run_1/met1.png
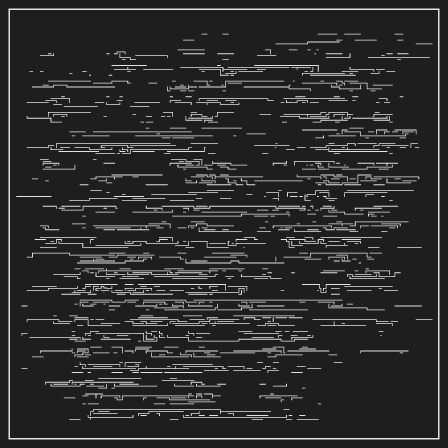
run_1/drive_strength.png
The bar under the picture is 20 um long.
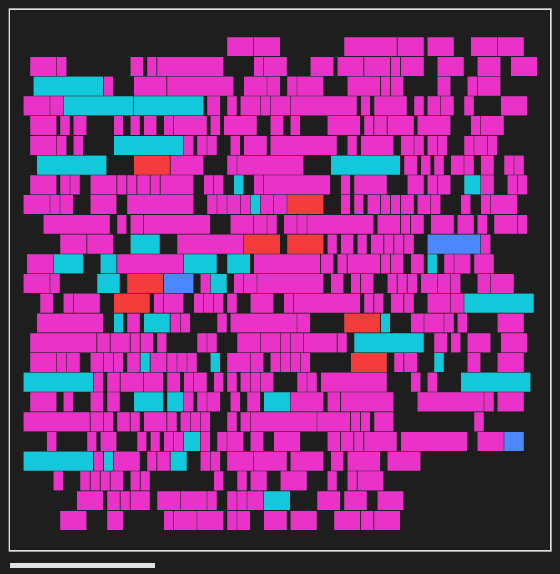
run_1/met2.png
Cells faint in the background.
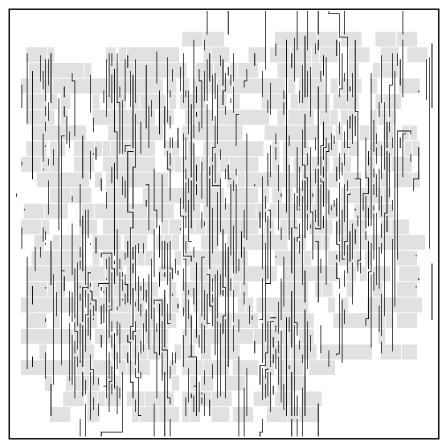
[src/rtl/sprite_pkg.sv]
// Shared types and constants for the sprite engines.
//   state_t : mover FSM states
//   dir_t   : direction request latched on a go-accept
//   XW/YW   : coordinate widths for the 160x120 playfield
package sprite_pkg;
  localparam int SCREEN_W = 160;
  localparam int SCREEN_H = 120;
  localparam int XW = 8;
  localparam int YW = 7;
  localparam logic [2:0] BG_DEFAULT = 3'b000;

  typedef enum logic [1:0] {S_IDLE, S_ERASE, S_MOVE, S_DRAW} state_t;

  typedef struct packed {
    logic left;
    logic right;
    logic up;
    logic down;
  } dir_t;
endpackage

[src/rtl/sprite_scan.sv]
// Raster counter over an SPR_W x SPR_H sprite box.
//   clk, resetn : clock, async active-low reset
//   i_clr       : synchronous clear to (0,0), wins over i_en
//   i_en        : advance one pixel in raster order (wraps after last)
//   o_px, o_py  : current pixel offset inside the box
//   o_last      : current pixel is the bottom-right one
module sprite_scan #(
  parameter int SPR_W = 4,
  parameter int SPR_H = 4
) (
  input  logic       clk,
  input  logic       resetn,
  input  logic       i_clr,
  input  logic       i_en,
  output logic [3:0] o_px,
  output logic [3:0] o_py,
  output logic       o_last
);
  localparam logic [3:0] PX_MAX = 4'(SPR_W - 1);
  localparam logic [3:0] PY_MAX = 4'(SPR_H - 1);

  logic [3:0] r_px, r_py;
  logic       w_px_wrap;

  assign w_px_wrap = (r_px == PX_MAX);
  assign o_last    = w_px_wrap && (r_py == PY_MAX);
  assign o_px      = r_px;
  assign o_py      = r_py;

  always_ff @(posedge clk or negedge resetn) begin
    if (!resetn) begin
      r_px <= '0;
      r_py <= '0;
    end else if (i_clr) begin
      r_px <= '0;
      r_py <= '0;
    end else if (i_en) begin
      if (w_px_wrap) begin
        r_px <= '0;
        r_py <= (r_py == PY_MAX) ? 4'd0 : r_py + 4'd1;
      end else begin
        r_px <= r_px + 4'd1;
      end
    end
  end
endmodule

[src/rtl/sprite_mover.sv]
// Player sprite engine: holds the sprite origin, and on each accepted go
// erases the sprite, moves the origin (saturating within bounds, or jumping
// to spawn if a respawn is pending), then redraws it one pixel per cycle.
//   clk, resetn              : clock, async active-low reset
//   go                       : move request, accepted only in IDLE
//   left/right/up/down       : directions, sampled with go
//   respawn                  : pulse, latched until the next MOVE
//   colour                   : sprite colour, sampled with go
//   x, y, colour_out, plot   : pixel stream to the VGA adapter
//   x_ori, y_ori             : current origin
//   busy, done, goal         : status
module sprite_mover
  import sprite_pkg::*;
#(
  parameter int         SPR_W     = 4,
  parameter int         SPR_H     = 4,
  parameter int         STEP      = 1,
  parameter int         X_MIN     = 26,
  parameter int         X_MAX     = 133,
  parameter int         Y_MIN     = 21,
  parameter int         Y_MAX     = 102,
  parameter int         X_SPAWN   = 80,
  parameter int         Y_SPAWN   = 102,
  parameter int         Y_GOAL    = 21,
  parameter logic [2:0] BG_COLOUR = BG_DEFAULT
) (
  input  logic          clk,
  input  logic          resetn,
  input  logic          go,
  input  logic          left,
  input  logic          right,
  input  logic          up,
  input  logic          down,
  input  logic          respawn,
  input  logic [2:0]    colour,
  output logic [XW-1:0] x,
  output logic [YW-1:0] y,
  output logic [2:0]    colour_out,
  output logic          plot,
  output logic [XW-1:0] x_ori,
  output logic [YW-1:0] y_ori,
  output logic          busy,
  output logic          done,
  output logic          goal
);
  localparam logic [8:0]    STEP9   = 9'(STEP);
  localparam logic [8:0]    XMIN9   = 9'(X_MIN);
  localparam logic [8:0]    XMAX9   = 9'(X_MAX);
  localparam logic [8:0]    YMIN9   = 9'(Y_MIN);
  localparam logic [8:0]    YMAX9   = 9'(Y_MAX);
  localparam logic [XW-1:0] XMIN_C  = XW'(X_MIN);
  localparam logic [XW-1:0] XMAX_C  = XW'(X_MAX);
  localparam logic [YW-1:0] YMIN_C  = YW'(Y_MIN);
  localparam logic [YW-1:0] YMAX_C  = YW'(Y_MAX);
  localparam logic [XW-1:0] XSPN_C  = XW'(X_SPAWN);
  localparam logic [YW-1:0] YSPN_C  = YW'(Y_SPAWN);
  localparam logic [YW-1:0] YGOAL_C = YW'(Y_GOAL);

  state_t        r_state;
  logic [XW-1:0] r_x;
  logic [YW-1:0] r_y;
  logic [2:0]    r_col;
  dir_t          r_dir;
  logic          r_resp;
  logic          r_done;

  logic [3:0]    w_px, w_py;
  logic          w_last, w_plot, w_clr;
  logic [8:0]    w_x9, w_y9;
  logic [XW-1:0] w_xn;
  logic [YW-1:0] w_yn;

  assign w_plot = (r_state == S_ERASE) || (r_state == S_DRAW);
  assign w_clr  = (r_state == S_IDLE)  || (r_state == S_MOVE);

  sprite_scan #(.SPR_W(SPR_W), .SPR_H(SPR_H)) u_scan (
    .clk    (clk),
    .resetn (resetn),
    .i_clr  (w_clr),
    .i_en   (w_plot),
    .o_px   (w_px),
    .o_py   (w_py),
    .o_last (w_last)
  );

  // 9-bit headroom so a step past either screen edge compares correctly
  // before saturating; the saturated result always fits the narrow width.
  assign w_x9 = {1'b0, r_x};
  assign w_y9 = {2'b0, r_y};

  always_comb begin
    w_xn = r_x;
    if (r_dir.left)
      w_xn = (w_x9 < XMIN9 + STEP9) ? XMIN_C : XW'(w_x9 - STEP9);
    else if (r_dir.right)
      w_xn = (w_x9 + STEP9 > XMAX9) ? XMAX_C : XW'(w_x9 + STEP9);
  end

  always_comb begin
    w_yn = r_y;
    if (r_dir.up)
      w_yn = (w_y9 < YMIN9 + STEP9) ? YMIN_C : YW'(w_y9 - STEP9);
    else if (r_dir.down)
      w_yn = (w_y9 + STEP9 > YMAX9) ? YMAX_C : YW'(w_y9 + STEP9);
  end

  always_ff @(posedge clk or negedge resetn) begin
    if (!resetn) begin
      r_state <= S_DRAW;
      r_x     <= XSPN_C;
      r_y     <= YSPN_C;
      r_col   <= 3'b111;
      r_dir   <= '0;
      r_done  <= 1'b0;
    end else begin
      r_done <= 1'b0;
      case (r_state)
        S_IDLE: if (go) begin
          r_dir   <= '{left: left, right: right, up: up, down: down};
          r_col   <= colour;
          r_state <= S_ERASE;
        end
        S_ERASE: if (w_last) r_state <= S_MOVE;
        S_MOVE: begin
          if (r_resp) begin
            r_x <= XSPN_C;
            r_y <= YSPN_C;
          end else begin
            r_x <= w_xn;
            r_y <= w_yn;
          end
          r_state <= S_DRAW;
        end
        S_DRAW: if (w_last) begin
          r_state <= S_IDLE;
          r_done  <= 1'b1;
        end
        default: r_state <= S_IDLE;
      endcase
    end
  end

  // A pulse landing on the MOVE edge itself survives the clear and is
  // applied at the following MOVE.
  always_ff @(posedge clk or negedge resetn) begin
    if (!resetn) r_resp <= 1'b0;
    else         r_resp <= respawn || (r_resp && (r_state != S_MOVE));
  end

  assign plot       = w_plot;
  assign x          = r_x + {4'b0, w_px};
  assign y          = r_y + {3'b0, w_py};
  assign colour_out = (r_state == S_ERASE) ? BG_COLOUR : r_col;
  assign x_ori      = r_x;
  assign y_ori      = r_y;
  assign busy       = (r_state != S_IDLE);
  assign done       = r_done;
  assign goal       = (r_y <= YGOAL_C);
endmodule

[config.mk]
export PLATFORM = sky130hd
export DESIGN_NAME = sprite_mover
export DESIGN_NICKNAME = d
export VERILOG_FILES = /design/src/rtl/sprite_pkg.sv /design/src/rtl/sprite_scan.sv /design/src/rtl/sprite_mover.sv
export SDC_FILE = /design/constraint.sdc
export NUM_CORES = 1
export LEC_CHECK = 0
export ABC_AREA = 1
export ABC_CLOCK_PERIOD_IN_PS = 5350
export CORE_MARGIN = 1.5
export CORE_UTILIZATION = 55
export CTS_CLUSTER_DIAMETER = 60
export CTS_CLUSTER_SIZE = 28
export DETAILED_ROUTE_END_ITERATION = 10
export PLACE_DENSITY = 0.84
export SETUP_SLACK_MARGIN = 0.02
export SYNTH_ARGS = -nofsm -noshare
export SYNTH_HDL_FRONTEND = slang
export SYNTH_SLANG_ARGS = --single-unit
[constraint.sdc]
create_clock -name clk -period 5.35 [get_ports clk]
set_input_delay 1.07 -clock clk [delete_from_list [all_inputs] [get_ports clk]]
set_output_delay 1.07 -clock clk [all_outputs]
set_load 0.01 [all_outputs]
==> results.txt, run 1 <==
Results of the flow run.

The sequential share of the synthesized area stands at 0.3082. The share of final-layout standard cells stronger than drive strength 1 stands at 0.1062. As reported, the later end of the worst-skew pair has a clock insertion delay of 280 ps. Looking at the critical path, the single cell with the biggest stage delay is sky130_fd_sc_hd__clkdlybuf4s50_1.

The area fraction in xor and xnor cells stands at 0.07181. The first global-routing pass estimated 10.90 mm of wire. The hold violation count in the final report stands at 0. Data arrives at the worst endpoint at 2850 ps. For this run, the share of the core covered by cells in the final layout is 0.7088. The buffering stage count on the worst path with inverters included stands at 2.

The post-detailed-placement cell area stands at 0.003304 mm^2. Summing all multiplexer cells gives an area fraction of 0.008029. STA classifies the critical path endpoint as a primary output. Dividing the detail-routed via count by the number of cells gives 5.344. The I/O pin count stands at 48.

The endpoint of the worst hold path is reported as r_col[1]. Per the final report, the share of cell area in clock cells is 0.03225. The run finished with clean final reports. The number of cells on the worst hold path is listed as 2.

The report lists the cells along the critical path as ha_1 -> inv_1 -> fa_1 -> o21ai_0 -> a21oi_1 -> a31oi_1 -> clkdlybuf4s50_1. The post-CTS setup-driven buffer insertion count stands at 0. The count of clock tree sinks stands at 34. The power report attributes to the clock group a share of 0.106.

The cell count listed in synth_stat.txt stands at 387. The final instance area stands at 0.003415 mm^2. The met1 layer wirelength in the final routing stands at 2.739 mm. The top cell type in the final layout, fill and taps aside, is sky130_fd_sc_hd__nand2_1. Sequential cells consume a total of 0.566 mW. The power density relative to cell area stands at 603.4 mW/mm^2.

The clock-net power stands at 0.219 mW. The report puts the cell count of the worst reg-to-reg path at 7. According to the cell report, the number of logic gates is 283. During synthesis, Yosys emitted a total of 0 warnings.

The floorplan die width stands at 74.42 um. The instance tally after logic synthesis stands at 387. Looking at the group totals, the largest power group turns out to be combinational cells.

Per the OpenROAD timing report, the critical path contains 7 cells. Of the total synthesized cell area, the portion taken by AND, OR, NAND and NOR gates is 0.2877.
-- met1.png (at the start) --
main direction: horizontal
nets with wire on the layer: 413
share of all routed wire: 42%
longest straight run: 25.8 um
wire length on this layer: 2740 um

-- drive_strength.png (at the start) --
[cyan] drive 2 | cells: 35
[magenta] drive 1 or less | cells: 387
[red] drive 6 and up | cells: 8
[blue] drive 3 to 4 | cells: 3
count of plain and timing-repair buffers: 48
post-route setup slack: 1432 ps
area added between synthesis and finish: 21.72%

-- met2.png (at the start) --
share of all routed wire: 50%
longest straight run: 40.8 um
main direction: vertical
wire length on this layer: 3260 um
nets with wire on the layer: 371

run_1/final_clocks.png
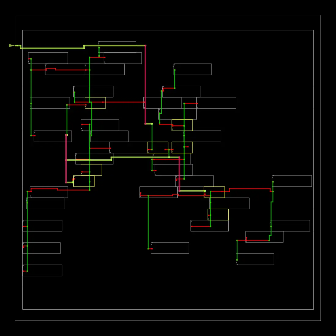

--- run 2 (diff from run 1) ---
- ABC_CLOCK_PERIOD_IN_PS: 5350 -> 4000
- CORE_UTILIZATION: 55 -> 54
- PLACE_DENSITY: 0.84 -> 0.83
- clock period: 5.35 -> 4 ns (I/O delays scaled with it)
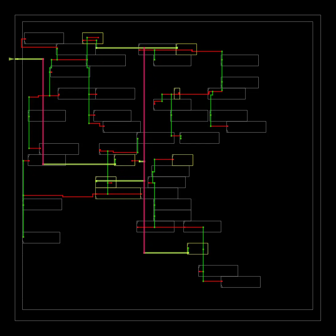
run_2/final_clocks.png
Clock Skew: 8.319 ps
clock buffer count: 7
clock distribution power: 0.327 mW
registers: 34
clk sink count: 34

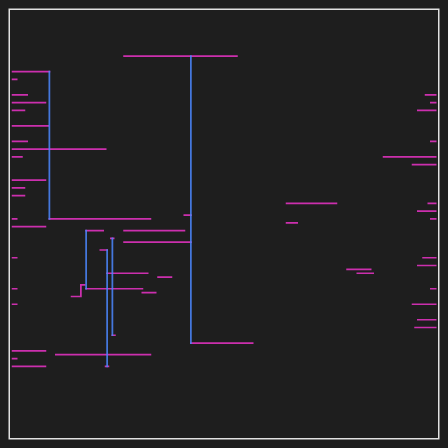
run_2/metal_stack.png
Two of the layers only.
[magenta] met3 | wire length: 254 um
[blue] met4 | wire length: 124 um

==> run 2 against run 1 <==
Against the previous run: power is 36% higher; worst setup slack worse by 1000 ps; via count is 1.6% lower; utilization is 3.0 points lower; critical path depth stayed put; cell count is 0.60% higher; sequential share of layout area is 0.074 points lower; clock skew hardly changed; critical path type unchanged; largest power group unchanged.
==> results.txt, run 2 <==
Results of the flow run.

Timing would allow up to 0.2797 GHz. The cell sequence reported for the critical path is ha_1 -> inv_1 -> fa_1 -> o21ai_0 -> a21oi_1 -> a31oi_1 -> clkdlybuf4s50_1. The buffering stage count on the worst path with inverters included stands at 2 (unchanged).

The worst reg-to-reg path cell count came to 7 (unchanged). The share of final-layout standard cells stronger than drive strength 1 is 0.1039 (-0.002309). The flow ran to the end, and the final reports show no timing, DRC or antenna violations. The utilization after layout is 0.6792 (-0.02968).

Per the layout area report, the combinational gate area comes to 0.001653 mm^2. The number of multi-input logic gates is 283 (unchanged). The non-clock inverters instantiated in the layout total 60. The area fraction in xor and xnor cells stands at 0.07181 (unchanged). The power density relative to cell area stands at 816.2 mW/mm^2 (+35%). The final instance area stands at 0.003425 mm^2 (+0.29%).

The via count normalized by instance count stands at 5.229 (-2.2%). The path with the worst hold slack has its endpoint at r_col[2]. The cell count listed in synth_stat.txt was 387 (unchanged).

The number of well taps stands at 70. The post-detailed-placement cell area was 0.003308 mm^2 (+0.11%). The instance tally after logic synthesis is 387 (unchanged). The wire length of the first global-routing pass is 11.23 mm (+3.1%). Routed signal wires occupy layers up through met4.

The simple-gate share of the synthesized area stands at 0.2877 (unchanged). In this run, the number of DRC markers left after iteration 0 of detailed routing was 107. The hold violation count in the final report stands at 0 (unchanged).

The count of plain and timing-repair buffers in the layout came to 48 (unchanged). The library cell used most frequently in the layout, excluding fill and tap cells, is sky130_fd_sc_hd__nand2_1. The number of detailed-routing iterations run before antenna repair stands at 4.

The largest net degree at the start of global routing stands at 35. In this run the worst setup path begins at x_ori[0]. The I/O pin count stands at 48 (unchanged). The via count of the first global-routing pass stands at 2545. The power share of the combinational group stands at 0.611. The worst hold path depth was 2 (unchanged).

The endpoint arrival time on the critical path was 2780 ps (-70 ps). The floorplan die width was 75.08 um (+0.89%). The multiplexer area fraction after synthesis stands at 0.008029 (unchanged). The max-slew headroom at the worst pin stands at 0.6751. Once detail routing completed, the nets flagged for antenna violations numbered 0. STA puts the critical path data required time at 3200 ps.

The number of cells on the critical path is 7 (unchanged). The global routing report lists met1 layer usage as 0.3141. The sequential power stands at 0.759 mW (+34%). In this run the clock root is driven by a sky130_fd_sc_hd__clkbuf_8. The final setup slack of the worst path stands at 424.6 ps (-1007 ps). The share of total power dissipated in sequential elements is 0.272. STA classifies the critical path endpoint as a primary output. The clock network area share was 0.03398 (+0.001732).

The warning count from the yosys run came to 0 (unchanged). The portion of total power attributed to the clock network is 0.117 (+0.011). The post-CTS setup-driven buffer insertion count stands at 0 (unchanged).

The slowest stage of the critical path is the sky130_fd_sc_hd__clkdlybuf4s50_1 cell. Between the synthesized netlist and the finished layout, the area growth was recorded as 22.08%.
Power figures rest on the tool's default switching activity, not on a simulated workload.
